### Met1 routing, run 1

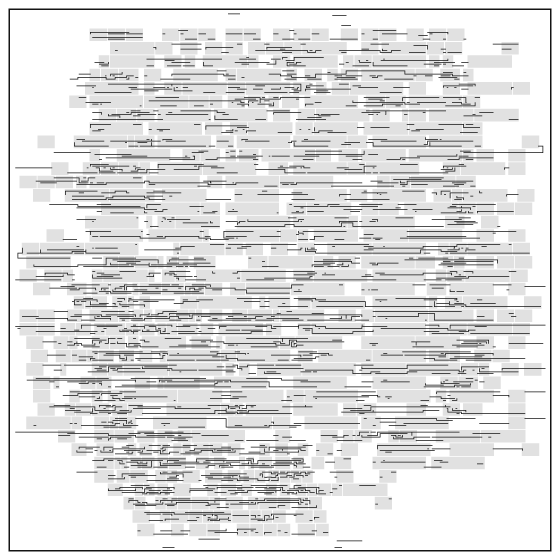
### M2 wires, run 1

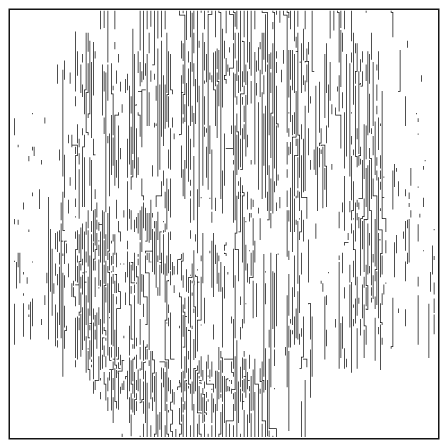
### M4 wires, run 1

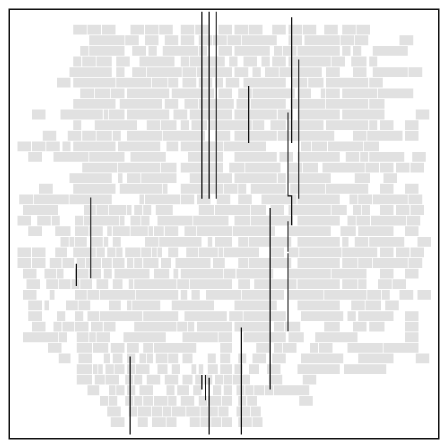
--- src/rtl/rv32_pkg.sv ---
// Shared RV32 definitions for the register-file write-port logic.
package rv32_pkg;

   localparam int XLEN       = 32;
   localparam int REG_ADDR_W = 5;

   // One register-file write: enable, destination register and data.
   typedef struct packed {
      logic                  wen;
      logic [REG_ADDR_W-1:0] addr;
      logic [XLEN-1:0]       data;
   } rf_wr_t;

endpackage

--- src/rtl/rf_wport_fifo.sv ---
// Small holding FIFO for deferred LLU results.
// Entries can be killed in place by a younger pipeline write to the same rd.
module rf_wport_fifo #(
   parameter int XLEN  = 32,
   parameter int DEPTH = 2
) (
   input  logic                            clk,
   input  logic                            rst,
   input  logic                            push,
   input  logic [rv32_pkg::REG_ADDR_W-1:0] push_rd,
   input  logic [XLEN-1:0]                 push_data,
   input  logic                            pop,
   input  logic                            kill_en,
   input  logic [rv32_pkg::REG_ADDR_W-1:0] kill_rd,
   output logic [$clog2(DEPTH+1)-1:0]      count,
   output logic [rv32_pkg::REG_ADDR_W-1:0] head_rd,
   output logic [XLEN-1:0]                 head_data,
   output logic                            head_live,
   output logic [31:0]                     live_rd_vec
);
   import rv32_pkg::*;

   localparam int PW = $clog2(DEPTH);

   logic [REG_ADDR_W-1:0] rd_mem   [DEPTH];
   logic [XLEN-1:0]       data_mem [DEPTH];
   logic [DEPTH-1:0]      live;
   logic [PW-1:0]         wr_ptr;
   logic [PW-1:0]         rd_ptr;

   // Payload storage; validity is tracked by the live bits, so no reset is needed.
   always_ff @(posedge clk) begin
      if (push) begin
         rd_mem[wr_ptr]   <= push_rd;
         data_mem[wr_ptr] <= push_data;
      end
   end

   // Pointers, occupancy and live bits: kill first, then pop clears, then push sets.
   always_ff @(posedge clk or posedge rst) begin
      if (rst) begin
         wr_ptr <= {PW{1'b0}};
         rd_ptr <= {PW{1'b0}};
         count  <= '0;
         live   <= {DEPTH{1'b0}};
      end else begin
         for (int i = 0; i < DEPTH; i++) begin
            if (kill_en && live[i] && (rd_mem[i] == kill_rd)) begin
               live[i] <= 1'b0;
            end
         end
         if (pop) begin
            live[rd_ptr] <= 1'b0;
            rd_ptr       <= rd_ptr + 1'b1;
         end
         if (push) begin
            live[wr_ptr] <= 1'b1;
            wr_ptr       <= wr_ptr + 1'b1;
         end
         case ({push, pop})
            2'b10:   count <= count + 1'b1;
            2'b01:   count <= count - 1'b1;
            default: count <= count;
         endcase
      end
   end

   assign head_rd   = rd_mem[rd_ptr];
   assign head_data = data_mem[rd_ptr];
   assign head_live = live[rd_ptr];

   // One-hot OR of the destination registers still waiting to be written.
   always_comb begin
      live_rd_vec = 32'd0;
      for (int i = 0; i < DEPTH; i++) begin
         if (live[i]) begin
            live_rd_vec[rd_mem[i]] = 1'b1;
         end else begin
            live_rd_vec = live_rd_vec;
         end
      end
   end

endmodule

--- src/rtl/rf_wport_arb.sv ---
// Register-file write-port arbiter: the pipeline writeback has priority,
// LLU results bypass when idle or wait in a FIFO, and an age counter forces
// a one-cycle pipeline stall so the FIFO head cannot starve.
module rf_wport_arb #(
   parameter int XLEN     = 32,
   parameter int DEPTH    = 2,
   parameter int MAX_WAIT = 4
) (
   input  logic            clk,
   input  logic            rst,
   input  logic            pipe_wen,
   input  logic [4:0]      pipe_rd,
   input  logic [XLEN-1:0] pipe_data,
   input  logic            llu_valid,
   input  logic [4:0]      llu_rd,
   input  logic [XLEN-1:0] llu_data,
   output logic            llu_ready,
   output logic            rf_wen,
   output logic [4:0]      rf_waddr,
   output logic [XLEN-1:0] rf_wdata,
   output logic            pipe_stall,
   output logic [31:0]     pend_rd_vec
);
   import rv32_pkg::*;

   localparam int CW = $clog2(DEPTH + 1);
   localparam int AW = $clog2(MAX_WAIT + 1);

   logic [CW-1:0]   count;
   logic [4:0]      head_rd;
   logic [XLEN-1:0] head_data;
   logic            head_live;
   logic            fifo_empty;
   logic            llu_hs;
   logic            pipe_grant;
   logic            fifo_pop;
   logic            bypass;
   logic            push;
   logic            head_live_now;
   logic            stall_next;
   logic [AW-1:0]   age;
   logic [AW-1:0]   age_next;
   rf_wr_t          wr_next;
   rf_wr_t          wr_q;

   // A pop in the same cycle deliberately does not raise ready (no comb path).
   assign llu_ready  = (count < CW'(DEPTH));
   assign fifo_empty = (count == {CW{1'b0}});

   rf_wport_fifo #(
      .XLEN  (XLEN),
      .DEPTH (DEPTH)
   ) u_fifo (
      .clk         (clk),
      .rst         (rst),
      .push        (push),
      .push_rd     (llu_rd),
      .push_data   (llu_data),
      .pop         (fifo_pop),
      .kill_en     (pipe_grant),
      .kill_rd     (pipe_rd),
      .count       (count),
      .head_rd     (head_rd),
      .head_data   (head_data),
      .head_live   (head_live),
      .live_rd_vec (pend_rd_vec)
   );

   // Grant selection: pipeline, else FIFO head, else LLU bypass; plus enqueue decision.
   always_comb begin
      wr_next    = '0;
      fifo_pop   = 1'b0;
      bypass     = 1'b0;
      llu_hs     = llu_valid && llu_ready;
      pipe_grant = pipe_wen && !pipe_stall && (pipe_rd != 5'd0);
      if (pipe_grant) begin
         wr_next.wen  = 1'b1;
         wr_next.addr = pipe_rd;
         wr_next.data = pipe_data;
      end else if (!fifo_empty) begin
         fifo_pop     = 1'b1;
         wr_next.wen  = head_live;
         wr_next.addr = head_rd;
         wr_next.data = head_data;
      end else if (llu_hs && (llu_rd != 5'd0)) begin
         bypass       = 1'b1;
         wr_next.wen  = 1'b1;
         wr_next.addr = llu_rd;
         wr_next.data = llu_data;
      end else begin
         wr_next = '0;
      end
      // An LLU result for the register the pipeline writes now is stale: drop it.
      push = llu_hs && (llu_rd != 5'd0) && !bypass &&
             !(pipe_grant && (llu_rd == pipe_rd));
   end

   // Age of the FIFO head; a head killed this cycle no longer ages.
   always_comb begin
      head_live_now = head_live && !(pipe_grant && (head_rd == pipe_rd));
      stall_next    = 1'b0;
      if (fifo_empty || fifo_pop) begin
         age_next = {AW{1'b0}};
      end else if (head_live_now) begin
         stall_next = (age == AW'(MAX_WAIT - 1));
         if (age != AW'(MAX_WAIT)) begin
            age_next = age + 1'b1;
         end else begin
            age_next = age;
         end
      end else begin
         age_next = age;
      end
   end

   // Registered write port, stall request and age state.
   always_ff @(posedge clk or posedge rst) begin
      if (rst) begin
         wr_q       <= '0;
         pipe_stall <= 1'b0;
         age        <= {AW{1'b0}};
      end else begin
         wr_q       <= wr_next;
         pipe_stall <= stall_next;
         age        <= age_next;
      end
   end

   assign rf_wen   = wr_q.wen;
   assign rf_waddr = wr_q.addr;
   assign rf_wdata = wr_q.data;

endmodule
--- config.mk ---
export PLATFORM = sky130hd
export DESIGN_NAME = rf_wport_arb
export DESIGN_NICKNAME = d
export VERILOG_FILES = /design/src/rtl/rv32_pkg.sv /design/src/rtl/rf_wport_fifo.sv /design/src/rtl/rf_wport_arb.sv
export SDC_FILE = /design/constraint.sdc
export NUM_CORES = 1
export LEC_CHECK = 0
export CAP_MARGIN = 20
export CORE_MARGIN = 1.5
export CORE_UTILIZATION = 49
export CTS_BUF_LIST = sky130_fd_sc_hd__clkbuf_16
export CTS_CLUSTER_DIAMETER = 120
export CTS_CLUSTER_SIZE = 14
export DETAILED_ROUTE_END_ITERATION = 10
export HOLD_SLACK_MARGIN = 0.15
export PLACE_DENSITY = 0.81
export SLEW_MARGIN = 20
export SYNTH_ARGS = -nofsm -noshare
export SYNTH_HDL_FRONTEND = slang
export SYNTH_HIERARCHICAL = 1
export SYNTH_SLANG_ARGS = --single-unit
--- constraint.sdc ---
create_clock -name clk -period 4.5 [get_ports clk]
set_clock_uncertainty 0.05 [all_clocks]
set_input_delay 0.9 -clock clk [delete_from_list [all_inputs] [get_ports clk]]
set_output_delay 0.9 -clock clk [all_outputs]
set_load 0.1 [all_outputs]
==> out/qor.tcl, run 1 <==
set qor(power.share.combinational_pct) 39.3
set qor(cts.sink_count) 122
set qor(worstSetupStartpointType) {register}
set qor(drt-wirelength-per-cell_um) 20.9
set qor(power.total_mw) 5.14
set qor(fin_crit_ns) 3.76
set qor(powerClk_mw) 1.49
set qor(signal_buffers) 156
set qor(timing.reg2reg.worst_path_depth) 5
set qor(wl_met1_um) 5640
set qor(power.static_leakage_nw) 2.87
set qor(ys_ff) 122
set qor(rr_endpoint) {age[2]}
set qor(power_combinational_mw) 2.02
set qor(seq_power_share_pct) 31.7
set qor(utilization_pct) 70.9
set qor(clock_tree.buffer_depth) 2
set qor(mux_area_share_pct) 8.02
set qor(fp_util_pct) 50.9
set qor(row_count) 38
set qor(clock_power_share_pct) 29.0
set qor(worst-path-stages) 3
set qor(areaGrowthSynthToFinish_pct) 39.4
set qor(launch_point_of_the_worst_reg_to_reg_path) {u_fifo/rd_ptr}
set qor(clock_pin_transition_on_the_worst_setup_and_hold_timing_paths_ns) 0.05
set qor(timing.critical_path.slowest_stage_cell) {sky130_fd_sc_hd__clkdlybuf4s50_1}
set qor(final_critical_path_setup_slack_ns) 0.743
set qor(num_antenna_cells) 0
set qor(topCombFamilyByArea) {AND-OR/OR-AND gates}
set qor(unrepaired_setup_endpoints_after_global_routing) {no}
set qor(vdd.ir_drop.worst_mv) 0.381
set qor(first_global_vias) 4215
set qor(r2r_setup_slack_ns) 1.78
set qor(pre_cts_setup_slack_ns) 0.630
set qor(n_tap_cell) 140
set qor(seq_cell_count) 122
set qor(max_stage_delay_ns) 1.16
set qor(drive_above_1_share_pct) 17.9
set qor(storage_cell_area_sq_um) 3420
set qor(cts-buffers-inserted) 17
set qor(fill_cells) 735
set qor(swShare_pct) 40.7
set qor(post-route-cell-area_sq_um) 7790
set qor(worstPathRequired_ns) 3.55
set qor(grt_antenna_before_repair) 0
set qor(synthesis.instances) 398
set qor(cts_setup_buffers) 0
set qor(yosys_stat_cell_total) 398
set qor(seq_share_pct) 44.0
set qor(final-max-slew-violation-count) 0
set qor(yosysUniqueCellTypes) 44
set qor(power_density_nw_per_um2) 661
set qor(comb_area_share_pct) 25.5
set qor(arrival_ns) 2.81
set qor(antenna_left) 0
set qor(cts-htree-levels) 4
set qor(worst_pin_slew_ns) 1.03
set qor(dieWidth_um) 110
set qor(critical_path.n_buffers_inverters) 1
set qor(layout_top_cells) {sky130_fd_sc_hd__clkdlybuf4s50_1, sky130_fd_sc_hd__edfxtp_1, sky130_fd_sc_hd__dfrtp_1}
set qor(synth_nets) 480
set qor(path_class) {reg2out}
set qor(floorplan.die_area_sq_um) 12000
set qor(largestPowerGroup) {combinational logic}
set qor(crit_chain) {or3b_1 -> o22ai_1 -> clkdlybuf4s50_1}
set qor(post_synth_fa_ha_maj_area_fraction_pct) 0.896
set qor(dp_hpwl_um) 9560
set qor(design.portCount) 150
set qor(switchingPower_mw) 2.10
set qor(pg_seq_mw) 1.63
set qor(crit_path_end_kind) {output pin}
set qor(tritoncts) {yes}
set qor(status) {complete, no violations}
set qor(finalSetupTns_ns) 0
set qor(fmaxAchievable_mhz) 266
set qor(global_route.usage.total_pct) 25.9
set qor(signal_buffer_area_fraction_pct) 19.5
set qor(cpLargestDelayFamily) {buffers and inverters}
set qor(gr-total-overflow) 0
set qor(clk-insertion-delay-late_ns) 0.41
set qor(total_of_buffers_placed_on_input_and_output_ports) 149
set qor(floorplan.die.height_um) 110
set qor(via_per_inst) 6.01
set qor(inv_count) 10
set qor(max_slew_headroom_pct) 30.9
set qor(groute.layer.met3.usage_pct) 6.70
set qor(syn_area_sq_um) 5590
set qor(clock_area_share_pct) 8.31
set qor(simple_gate_share_pct) 10.2
set qor(placement.cell_area_sq_um) 7140
set qor(hold_buffers) 0
set qor(average_instance_area_after_synthesis_sq_um) 14.0
set qor(yosysChipArea_sq_um) 5590
set qor(crit_fanout) 10
set qor(internal_power_mw) 3.05
set qor(hold_viol_final) 0
set qor(timing.hold.worst.start) {u_fifo/count[1]}
set qor(synth-compound-area-share_pct) 12.3
set qor(design.final.nets) 632
set qor(yosys_warnings) 6
set qor(area_dominant_class) {registers}
set qor(core_area_sq_um) 11000
set qor(timing.hold.worst_path_depth) 1
set qor(post-route-period-util_pct) 83.5
set qor(final_weighted_congestion_in_routability_driven_placement) 0.871
set qor(highest_layer) {met4}
set qor(grt_pass1_wl_um) 22700
set qor(first_iter_violations) 336
set qor(final.hold.worst_slack_ns) 0.518
set qor(routed-wl-met2_um) 7470
set qor(cts_resized) 0
set qor(hold_path.class) {reg2reg}
set qor(route.met3.wl_um) 1190
set qor(drt_pass1_iterations) 5
## Picture notes: 'Met1 routing'
main direction: horizontal
longest straight run: 39.1 um
wire length on this layer: 5640 um
share of all routed wire: 38%
post-detailed-routing wire length: 14700 um
fraction of met1 tracks used by global routing: 32.4%
total via count after detailed routing: 4225

## Picture notes: 'M2 wires'
main direction: vertical
wire length on this layer: 7470 um
met2 routing resource usage after global routing: 41.9%

## Picture notes: 'M4 wires'
wire length on this layer: 424 um
nets with wire on the layer: 16
longest straight run: 47.6 um

==> run 1: sequential cells by signal, indices dropped and copies added (netlist names) <==
signal and flops:
u_fifo/wr_ptr 1, rf_wen 1, age 3, u_fifo/count 2, u_fifo/rd_mem 10, u_fifo/live 2, pipe_stall 1, rf_waddr 5
u_fifo/rd_ptr 1, u_fifo/data_mem 64, rf_wdata 32
==> run 1: synth_stat cells <==
cell type / number / share of area (%)
sky130_fd_sc_hd__edfxtp_1: 74 / 40
sky130_fd_sc_hd__dfrtp_1: 48 / 22
sky130_fd_sc_hd__mux2_2: 38 / 7.7
sky130_fd_sc_hd__a221o_1: 37 / 6.6
sky130_fd_sc_hd__and2_0: 32 / 3.6
sky130_fd_sc_hd__o22ai_1: 32 / 3.6
sky130_fd_sc_hd__xor2_1: 20 / 3.1
sky130_fd_sc_hd__buf_2: 13 / 1.2
sky130_fd_sc_hd__nand3b_1: 11 / 1.5
sky130_fd_sc_hd__inv_1: 9 / 0.60
sky130_fd_sc_hd__buf_6: 6 / 1.2
sky130_fd_sc_hd__nand2_1: 6 / 0.40
sky130_fd_sc_hd__nor2_1: 6 / 0.40
sky130_fd_sc_hd__or3b_1: 6 / 0.94
sky130_fd_sc_hd__or3_1: 5 / 0.56
sky130_fd_sc_hd__xnor2_1: 5 / 0.78
sky130_fd_sc_hd__and2_1: 4 / 0.45
sky130_fd_sc_hd__ha_1: 4 / 0.90
sky130_fd_sc_hd__nand3_1: 4 / 0.36
sky130_fd_sc_hd__a21oi_1: 3 / 0.27
sky130_fd_sc_hd__clkbuf_1: 3 / 0.20
sky130_fd_sc_hd__a31oi_1: 2 / 0.22
sky130_fd_sc_hd__and3_1: 2 / 0.22
sky130_fd_sc_hd__mux2i_1: 2 / 0.36
sky130_fd_sc_hd__nand2b_1: 2 / 0.22
sky130_fd_sc_hd__nor2_2: 2 / 0.22
sky130_fd_sc_hd__nor2b_1: 2 / 0.22
sky130_fd_sc_hd__nor3_1: 2 / 0.18
sky130_fd_sc_hd__nor3b_1: 2 / 0.27
sky130_fd_sc_hd__nor4_1: 2 / 0.22
sky130_fd_sc_hd__a2111oi_0: 1 / 0.16
sky130_fd_sc_hd__a311o_1: 1 / 0.18
sky130_fd_sc_hd__a31o_1: 1 / 0.16
sky130_fd_sc_hd__a31oi_2: 1 / 0.22
sky130_fd_sc_hd__a41oi_1: 1 / 0.16
sky130_fd_sc_hd__buf_4: 1 / 0.13
sky130_fd_sc_hd__inv_2: 1 / 0.067
sky130_fd_sc_hd__o2111a_1: 1 / 0.20
sky130_fd_sc_hd__o211ai_1: 1 / 0.13
sky130_fd_sc_hd__o21ai_1: 1 / 0.090
sky130_fd_sc_hd__o21ai_4: 1 / 0.29
sky130_fd_sc_hd__or2_2: 1 / 0.11
sky130_fd_sc_hd__or4_1: 1 / 0.13
sky130_fd_sc_hd__or4_4: 1 / 0.20
==> run 1: worst register-to-register path, delay by kind of cell, from the launching register on <==
kind	cells	cell delay, ns
xor+xnor	1	0.15
mux	1	0.45
compound gates	2	0.45
flops	1	0.99
simple gates	1	0.53
==> run 2, diff against run 1 <==
--- a/config.mk
+++ b/config.mk
@@ -7,13 +7,13 @@
 export LEC_CHECK = 0
 export CAP_MARGIN = 20
 export CORE_MARGIN = 1.5
-export CORE_UTILIZATION = 49
+export CORE_UTILIZATION = 44
 export CTS_BUF_LIST = sky130_fd_sc_hd__clkbuf_16
 export CTS_CLUSTER_DIAMETER = 120
 export CTS_CLUSTER_SIZE = 14
 export DETAILED_ROUTE_END_ITERATION = 10
 export HOLD_SLACK_MARGIN = 0.15
-export PLACE_DENSITY = 0.81
+export PLACE_DENSITY = 0.77
 export SLEW_MARGIN = 20
 export SYNTH_ARGS = -nofsm -noshare
 export SYNTH_HDL_FRONTEND = slang
==> constraint.sdc (replaced) <==
create_clock -name clk -period 3.45 [get_ports clk]
set_clock_uncertainty 0.05 [all_clocks]
set_input_delay 0.69 -clock clk [delete_from_list [all_inputs] [get_ports clk]]
set_output_delay 0.69 -clock clk [all_outputs]
set_load 0.1 [all_outputs]
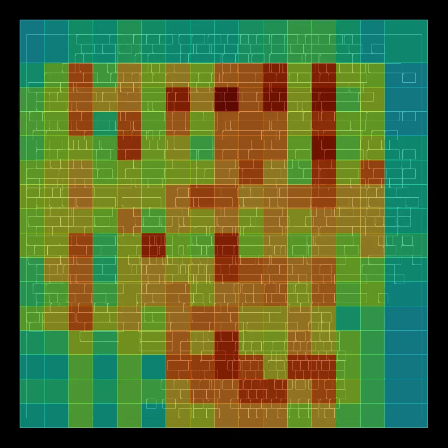
*Congestion heat map, run 2*
GR Util met3: 4.45%
most used routing layer in global routing: met2

==> out/qor.tcl, run 2 <==
set qor(floorplan.die.height_um) 116 ;# +5.4%
set qor(cts-htree-levels) 4 ;# unchanged
set qor(yosys_most_used_dff) {sky130_fd_sc_hd__edfxtp_1}
set qor(root_buffer) {sky130_fd_sc_hd__clkbuf_16}
set qor(synthDominantCellAreaShare_pct) 39.8 ;# unchanged
set qor(tritoncts) {yes}
set qor(yosysUniqueCellTypes) 44 ;# unchanged
set qor(yosys_stat_cell_total) 398 ;# unchanged
set qor(layout_top_cells) {sky130_fd_sc_hd__clkdlybuf4s50_1, sky130_fd_sc_hd__edfxtp_1, sky130_fd_sc_hd__buf_4}
set qor(final-max-slew-violation-count) 0 ;# unchanged
set qor(core_area_sq_um) 12200 ;# +11%
set qor(dieWidth_um) 116 ;# +5.4%
set qor(hold_buffers) 0 ;# unchanged
set qor(clock_pin_transition_on_the_worst_setup_and_hold_timing_paths_ns) 0.05 ;# about the same
set qor(num_antenna_cells) 0 ;# unchanged
set qor(max_slew_headroom_pct) 32.8 ;# +2.0 points
set qor(simple_gate_share_pct) 10.2 ;# unchanged
set qor(layout.cells.non_filler) 735
set qor(arrival_ns) 3.26 ;# +0.45 ns
set qor(vdd.ir_drop.worst_mv) 0.626 ;# +64%
set qor(average_instance_area_after_synthesis_sq_um) 14.0 ;# unchanged
set qor(final_layout_top_logic_cell) {sky130_fd_sc_hd__clkdlybuf4s50_1}
set qor(hold_path.class) {reg2reg}
set qor(total_of_buffers_placed_on_input_and_output_ports) 149 ;# unchanged
set qor(via_per_inst) 5.53 ;# -8.0%
set qor(finalWirelength_um) 13700 ;# -6.9%
set qor(topCombFamilyByArea) {AND-OR/OR-AND gates}
set qor(status) {complete, no violations}
set qor(post-route-cell-area_sq_um) 7670 ;# -1.5%
set qor(ys_ff) 122 ;# unchanged
set qor(most_common_cell) {sky130_fd_sc_hd__edfxtp_1}
set qor(post-route-period-util_pct) 86.6
set qor(yosys_warnings) 6 ;# unchanged
set qor(largest_register_ff_count) 64 ;# unchanged
set qor(floorplan.die_area_sq_um) 13400 ;# +11%
set qor(first_iter_violations) 335 ;# -0.30%
set qor(timing.max_cap.violations) 0
set qor(placement.cell_area_sq_um) 7190 ;# +0.67%
set qor(power.total_mw) 6.19 ;# +20%
set qor(cts.sink_count) 122 ;# unchanged
set qor(global_route.usage.total_pct) 21.3 ;# -4.5 points
set qor(cts-buffers-inserted) 17 ;# unchanged
set qor(drive_above_1_share_pct) 21.7 ;# +3.8 points
set qor(crit_start) {pipe_rd[3]}
set qor(largest_net_degree_at_the_start_of_global_routing) 43
set qor(power_density_nw_per_um2) 807 ;# +22%
set qor(ys_top_cells_by_area) {sky130_fd_sc_hd__edfxtp_1, sky130_fd_sc_hd__dfrtp_1, sky130_fd_sc_hd__mux2_2}
set qor(dp_hpwl_um) 9410 ;# -1.6%
set qor(crit_fanout) 41 ;# +31
set qor(yosysChipArea_sq_um) 5590 ;# unchanged
set qor(hold_viol_final) 0 ;# unchanged
set qor(power.static_leakage_nw) 2.88 ;# +0.45%
set qor(tool_warnings) 27
set qor(synthArstFlopShare_pct) 39.3 ;# unchanged
set qor(synth_nets) 480 ;# unchanged
set qor(launch_point_of_the_worst_reg_to_reg_path) {pipe_stall}
set qor(drc) 0
set qor(worst_pin_slew_ns) 1.00 ;# -0.0294 ns
set qor(final.hold.worst_slack_ns) 0.493 ;# -0.0258 ns
set qor(mux_area_share_pct) 8.02 ;# unchanged
set qor(first_global_vias) 4208 ;# -0.17%
set qor(post_synth_fa_ha_maj_area_fraction_pct) 0.896 ;# unchanged
set qor(synth.top_cells.by_count) {sky130_fd_sc_hd__edfxtp_1, sky130_fd_sc_hd__dfrtp_1, sky130_fd_sc_hd__mux2_2, sky130_fd_sc_hd__a221o_1}
set qor(areaGrowthSynthToFinish_pct) 37.3
set qor(drt-wirelength-per-cell_um) 18.7 ;# -11%
set qor(grt_antenna_before_repair) 0 ;# unchanged
set qor(fill_cells) 932 ;# +27%
set qor(clk-insertion-delay-late_ns) 0.40 ;# about the same
set qor(cts_setup_buffers) 0 ;# unchanged
set qor(drt_pass1_iterations) 7 ;# +2
set qor(crit_path_end_kind) {register}
set qor(area_taken_by_multi_input_logic_gates_sq_um) 1990
set qor(finalSetupTns_ns) 0 ;# unchanged
set qor(synth-xor-area-share_pct) 3.92
set qor(antenna_left) 0 ;# unchanged
set qor(pre_cts_setup_slack_ns) 0.0657 ;# -0.565 ns
set qor(synth.yosys.seq_area_share_pct) 61.3
set qor(fmaxAchievable_mhz) 335
set qor(post-synth-top-area-cell) {sky130_fd_sc_hd__edfxtp_1}
set qor(storage_cell_area_sq_um) 3420 ;# unchanged
set qor(gr-total-overflow) 0 ;# unchanged
set qor(synth-compound-area-share_pct) 12.3 ;# unchanged
set qor(unrepaired_setup_endpoints_after_global_routing) {no}
set qor(fp_util_pct) 45.7 ;# -5.1 points
set qor(timing.hold.worst.start) {age[2]}
set qor(utilization_pct) 62.8 ;# -8.1 points
set qor(final_critical_path_setup_slack_ns) 0.464 ;# -0.280 ns
set qor(final_setup_violations) 0
set qor(syn_area_sq_um) 5590 ;# unchanged
set qor(design.final.nets) 637 ;# +0.79%
set qor(cts_resized) 0 ;# unchanged
set qor(fin_crit_ns) 2.99
set qor(edf_count) 74 ;# unchanged
set qor(grt_pass1_wl_um) 21600 ;# -4.8%
set qor(synthesis.instances) 398 ;# unchanged
set qor(final_weighted_congestion_in_routability_driven_placement) 0.811 ;# -6.9%
set qor(numPlacedInstances) 704
set qor(clock_tree.buffer_depth) 2 ;# unchanged
set qor(register_with_the_most_flip_flops) {u_fifo/data_mem}
set qor(worstPathRequired_ns) 3.72 ;# +0.17 ns
set qor(worstSetupStartpointType) {input pin}
set qor(vias) 4063 ;# -3.8%
set qor(design.portCount) 150 ;# unchanged
set qor(path_class) {in2reg}
set qor(row_count) 40 ;# +5.3%
## run 2: cells by family after synthesis
| kind of cell | count (synthesis) |
|---|---|
| muxes | 40 |
| buffers and inverters | 33 |
| adders and majority gates | 4 |
| and+or+nand+nor | 91 |
| AOI/OAI and AO/OA | 83 |
| DFF | 122 |
| xor gates and xnor gates | 25 |
## run 2: worst max-delay path, cell delays in order
cell	delay (ns)
sky130_fd_sc_hd__clkdlybuf4s50_1	0.44
sky130_fd_sc_hd__or4_4	0.56
sky130_fd_sc_hd__o21ai_4	0.27
sky130_fd_sc_hd__inv_2	0.09
sky130_fd_sc_hd__nor2_4	0.11
sky130_fd_sc_hd__buf_4	0.44
sky130_fd_sc_hd__ha_1	0.35
sky130_fd_sc_hd__nor2_1	0.14
sky130_fd_sc_hd__xor2_1	0.16
## run 2: layout make-up
type	instances	share of cell area [%]
Inverter	10	0.506
Timing Repair Buffer	161	19.9
Clock buffer	17	5.55
Multi-Input combinational cell	243	26.0
Sequential cell	122	44.7
Tap cell	168	2.74
Clock inverter	14	0.718
## run 2: power by group
group | switching (mW) | total [mW] | internal, mW | leakage (nW)
clock network | 0.558 | 1.43 | 0.873 | 0.255
registers | 0.153 | 2.03 | 1.88 | 1.26
logic | 1.90 | 2.73 | 0.827 | 1.37
## run 2: metal layers
| layer | wire (um) | up-vias | GRT usage, % | share of wire [%] |
|---|---|---|---|---|
| li1 | - | 1867 | - | - |
| met1 | 5450 | 2012 | 26.7 | 40 |
| met2 | 7090 | 153 | 35.5 | 52 |
| met3 | 737 | 31 | 4.45 | 5.4 |
| met4 | 433 | 0 | 10.6 | 3.2 |
| met5 | 0 | - | 0 | 0 |
## run 2: worst paths after layout
path | endpoint | slack, ns | cells past startpoint
max | u_fifo/count[1] | 0.46 | 9
min | age[2] | 0.49 | 1
max reg2reg | u_fifo/count[1] | 1.09 | 8
min reg2reg | age[2] | 0.49 | 1
max in group asynchronous | rf_wdata[27] | 2.16 | 2
min in group asynchronous | u_fifo/live[1] | 0.54 | 2
==> run 3, diff against run 2 <==
--- a/config.mk
+++ b/config.mk
@@ -13,6 +13,7 @@
 export CTS_CLUSTER_SIZE = 14
 export DETAILED_ROUTE_END_ITERATION = 10
 export HOLD_SLACK_MARGIN = 0.15
+export MAX_ROUTING_LAYER = met4
 export PLACE_DENSITY = 0.77
 export SLEW_MARGIN = 20
 export SYNTH_ARGS = -nofsm -noshare
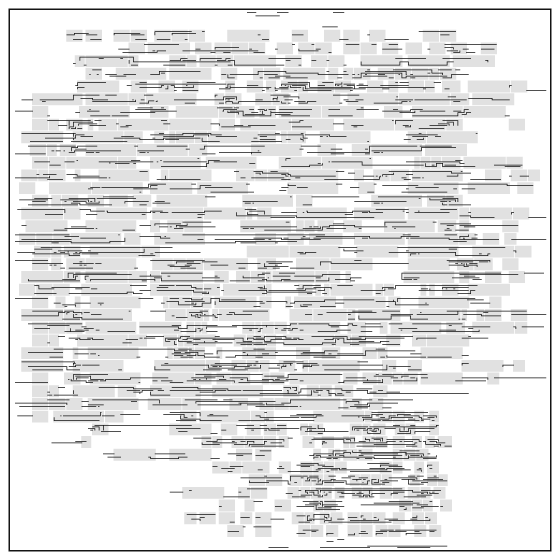
*Met1 routing, run 3*
nets with wire on the layer: 588
wire length on this layer: 5580 um
share of all routed wire: 40%
fraction of met1 tracks used by global routing: 27.0%
post-detailed-routing wire length: 13900 um
total via count after detailed routing: 4063

==> out/qor.tcl, run 3 <==
set qor(post-route-cell-area_sq_um) 7680 ;# +0.21%
set qor(placement.cell_area_sq_um) 7200 ;# +0.21%
set qor(crit_fanout) 41 ;# unchanged
set qor(status) {complete, no violations}
set qor(fmaxAchievable_mhz) 345 ;# +3.0%
set qor(final-max-slew-violation-count) 0 ;# unchanged
set qor(edf_count) 74 ;# unchanged
set qor(cts_setup_buffers) 0 ;# unchanged
set qor(design.final.nets) 639 ;# +0.31%
set qor(tool_warnings) 27 ;# unchanged
set qor(floorplan.die_area_sq_um) 13400 ;# unchanged
set qor(ys_top_cells_by_area) {sky130_fd_sc_hd__edfxtp_1, sky130_fd_sc_hd__dfrtp_1, sky130_fd_sc_hd__mux2_2}
set qor(clock_power_share_pct) 23.3 ;# +0.2 points
set qor(worstPathRequired_ns) 3.72 ;# about the same
set qor(ys_ff) 122 ;# unchanged
set qor(first_global_vias) 4203 ;# -0.12%
set qor(hold_path.class) {reg2reg}
set qor(hold_buffers) 0 ;# unchanged
set qor(crit_path_end_kind) {register}
set qor(synthArstFlopShare_pct) 39.3 ;# unchanged
set qor(swShare_pct) 42.3 ;# +0.084 points
set qor(antenna_left) 0 ;# unchanged
set qor(drive_above_1_share_pct) 22.1 ;# +0.45 points
set qor(path_class) {in2reg}
set qor(grt_pass1_wl_um) 21500 ;# -0.51%
set qor(globalRouteMet2Util_pct) 35.7 ;# +0.24 points
set qor(hold_viol_final) 0 ;# unchanged
set qor(switchingPower_mw) 2.62 ;# +0.40%
set qor(yosysUniqueCellTypes) 44 ;# unchanged
set qor(worst_pin_slew_ns) 0.991 ;# -0.0134 ns
set qor(average_instance_area_after_synthesis_sq_um) 14.0 ;# unchanged
set qor(global_route.usage.total_pct) 22.0 ;# +0.71 points
set qor(dp_hpwl_um) 9440 ;# +0.33%
set qor(max_stage_delay_ns) 0.55 ;# about the same
set qor(yosys_stat_cell_total) 398 ;# unchanged
set qor(tritoncts) {yes}
set qor(internal_power_mw) 3.58 ;# about the same
set qor(finalSetupTns_ns) 0 ;# unchanged
set qor(max_slew_headroom_pct) 33.7 ;# +0.89 points
set qor(drt_pass1_iterations) 5 ;# -2
set qor(post-route-period-util_pct) 84.0 ;# -2.5 points
set qor(most_used_routing_layer_in_global_routing) {met2}
set qor(root_buffer) {sky130_fd_sc_hd__clkbuf_16}
set qor(layout_top_cells) {sky130_fd_sc_hd__clkdlybuf4s50_1, sky130_fd_sc_hd__edfxtp_1, sky130_fd_sc_hd__buf_4}
set qor(worstSetupStartpointType) {input pin}
set qor(numPlacedInstances) 706 ;# +0.28%
set qor(final_layout_top_logic_cell) {sky130_fd_sc_hd__clkdlybuf4s50_1}
set qor(timing.max_cap.violations) 0 ;# unchanged
set qor(groute.layer.met3.usage_pct) 5.28 ;# +0.84 points
set qor(layout.cells.non_filler) 737 ;# +0.27%
set qor(yosys_warnings) 6 ;# unchanged
set qor(most_common_cell) {sky130_fd_sc_hd__edfxtp_1}
set qor(register_with_the_most_flip_flops) {u_fifo/data_mem}
set qor(cpLargestDelayFamily) {buffers and inverters}
set qor(clock_pin_transition_on_the_worst_setup_and_hold_timing_paths_ns) 0.05 ;# about the same
set qor(timing.critical_path.slowest_stage_cell) {sky130_fd_sc_hd__or4_4}
set qor(cts.sink_count) 122 ;# unchanged
set qor(final_setup_violations) 0 ;# unchanged
set qor(post-synth-top-area-cell) {sky130_fd_sc_hd__edfxtp_1}
set qor(drc) 0 ;# unchanged
set qor(via_per_inst) 5.51 ;# -0.27%
set qor(synth.top_cells.by_count) {sky130_fd_sc_hd__edfxtp_1, sky130_fd_sc_hd__dfrtp_1, sky130_fd_sc_hd__mux2_2, sky130_fd_sc_hd__a221o_1}
set qor(largest_net_degree_at_the_start_of_global_routing) 43 ;# unchanged
set qor(power_density_nw_per_um2) 807 ;# about the same
set qor(final.hold.worst_slack_ns) 0.478 ;# -0.0150 ns
set qor(yosys_most_used_dff) {sky130_fd_sc_hd__edfxtp_1}
set qor(clock_tree.buffer_depth) 2 ;# unchanged
set qor(power.static_leakage_nw) 2.90 ;# +0.54%
set qor(clk-insertion-delay-late_ns) 0.41 ;# about the same
set qor(cts-htree-levels) 4 ;# unchanged
set qor(synth.yosys.seq_area_share_pct) 61.3 ;# unchanged
set qor(drt-wirelength-per-cell_um) 18.8 ;# +0.82%
set qor(unrepaired_setup_endpoints_after_global_routing) {no}
set qor(critical_path.n_buffers_inverters) 3 ;# unchanged
set qor(num_antenna_cells) 0 ;# unchanged
set qor(crit_chain) {clkdlybuf4s50_1 -> or4_4 -> o21ai_4 -> inv_2 -> nor2_4 -> buf_4 -> ha_1 -> nor2_1 -> xor2_1}
set qor(syn_area_sq_um) 5590 ;# unchanged
set qor(total_of_buffers_placed_on_input_and_output_ports) 149 ;# unchanged
set qor(floorplan.die.height_um) 116 ;# unchanged
-- run 3: power by group through the flow --
stage	Clock, mW	Combinational (mW)	Sequential, mW
floorplan	0	1.06	3.01
global placement	0	2.68	2.04
detailed placement	0	2.73	2.05
CTS	1.46	2.74	2.03
global route	1.53	2.84	2.05
finish	1.44	2.73	2.03
-- run 3: cell type report --
type	instances	area [sq um]
clock buffer	17	425
clock inverter	14	56.3
fill	963	4530
inverter	10	38.8
multi-input combinational	243	1990
sequential	122	3420
tap	168	210
timing repair buffer	163	1540
-- run 3: path summary, 6_finish.rpt --
kind                                                to  cells past startpoint            start  slack [ns]
worst max-delay path                   u_fifo/count[1]                      9       pipe_rd[3]        0.55
worst min-delay path                   u_fifo/count[0]                      1  u_fifo/count[0]        0.48
worst max register to register  u_fifo/data_mem[0][26]                      7       pipe_stall        1.02
worst min register to register         u_fifo/count[0]                      1  u_fifo/count[0]        0.48
max in group asynchronous                  rf_waddr[3]                      2              rst        2.17
min in group asynchronous               u_fifo/live[0]                      2              rst        0.52
-- run 3: stage by stage --
step | total power, mW | worst slack, ns
detailed placement | 4.78 | 0.160
finish | 6.20 | 0.551
floorplan | 4.07 | 0.0352
global placement | 4.72 | 0.248
global route | 6.42 | 0.502
CTS | 6.23 | 0.584
-- run 3: cells by family after synthesis --
group / synth area share, %
flip-flops: 61.3
multiplexers: 8.02
AND-OR/OR-AND: 12.3
AND/OR/NAND/NOR: 10.2
XOR/XNOR: 3.92
adder cells (fa/ha/maj): 0.896
buffers and inverters: 3.38
-- run 3: metal layers --
metal / routed length [um] / vias to the layer above / share of wire, %
met4: 223 / 0 / 1.6
met1: 5580 / 1997 / 40
met5: 0 / - / 0
met3: 882 / 13 / 6.4
li1: - / 1866 / -
met2: 7180 / 187 / 52

==> notes/layouts.md <==
Pictures saved along the way, in no particular order.

Placement density heat map.
Plate I
The bar under the picture is 20 um long. 12 x 12 tiles, from dark blue (low) to red (high), 0 to 100% covered.
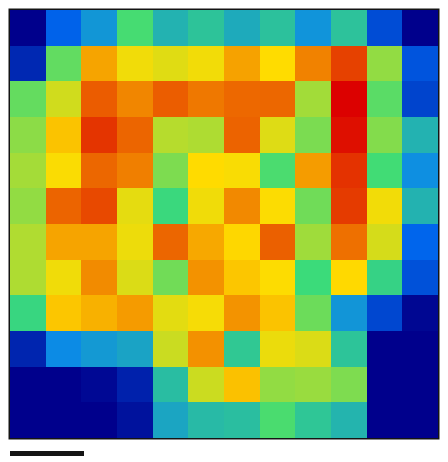
Plate II
The bar under the picture is 20 um long. 11 x 11 tiles, from dark blue (low) to red (high), 0 to 100% covered.
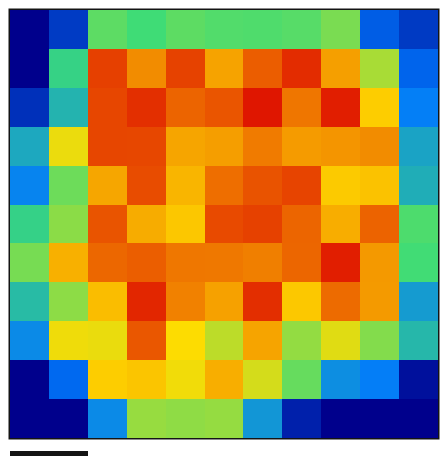
- run 1 = Plate II
- run 3 = Plate I

Key to Plate II:
fullest tile: 98%
emptiest ninth of the die: bottom right
mean over tiles: 63%
nearly empty tiles: 6.6%
densest ninth of the die: middle

Power is estimated from default activity; no workload was simulated.
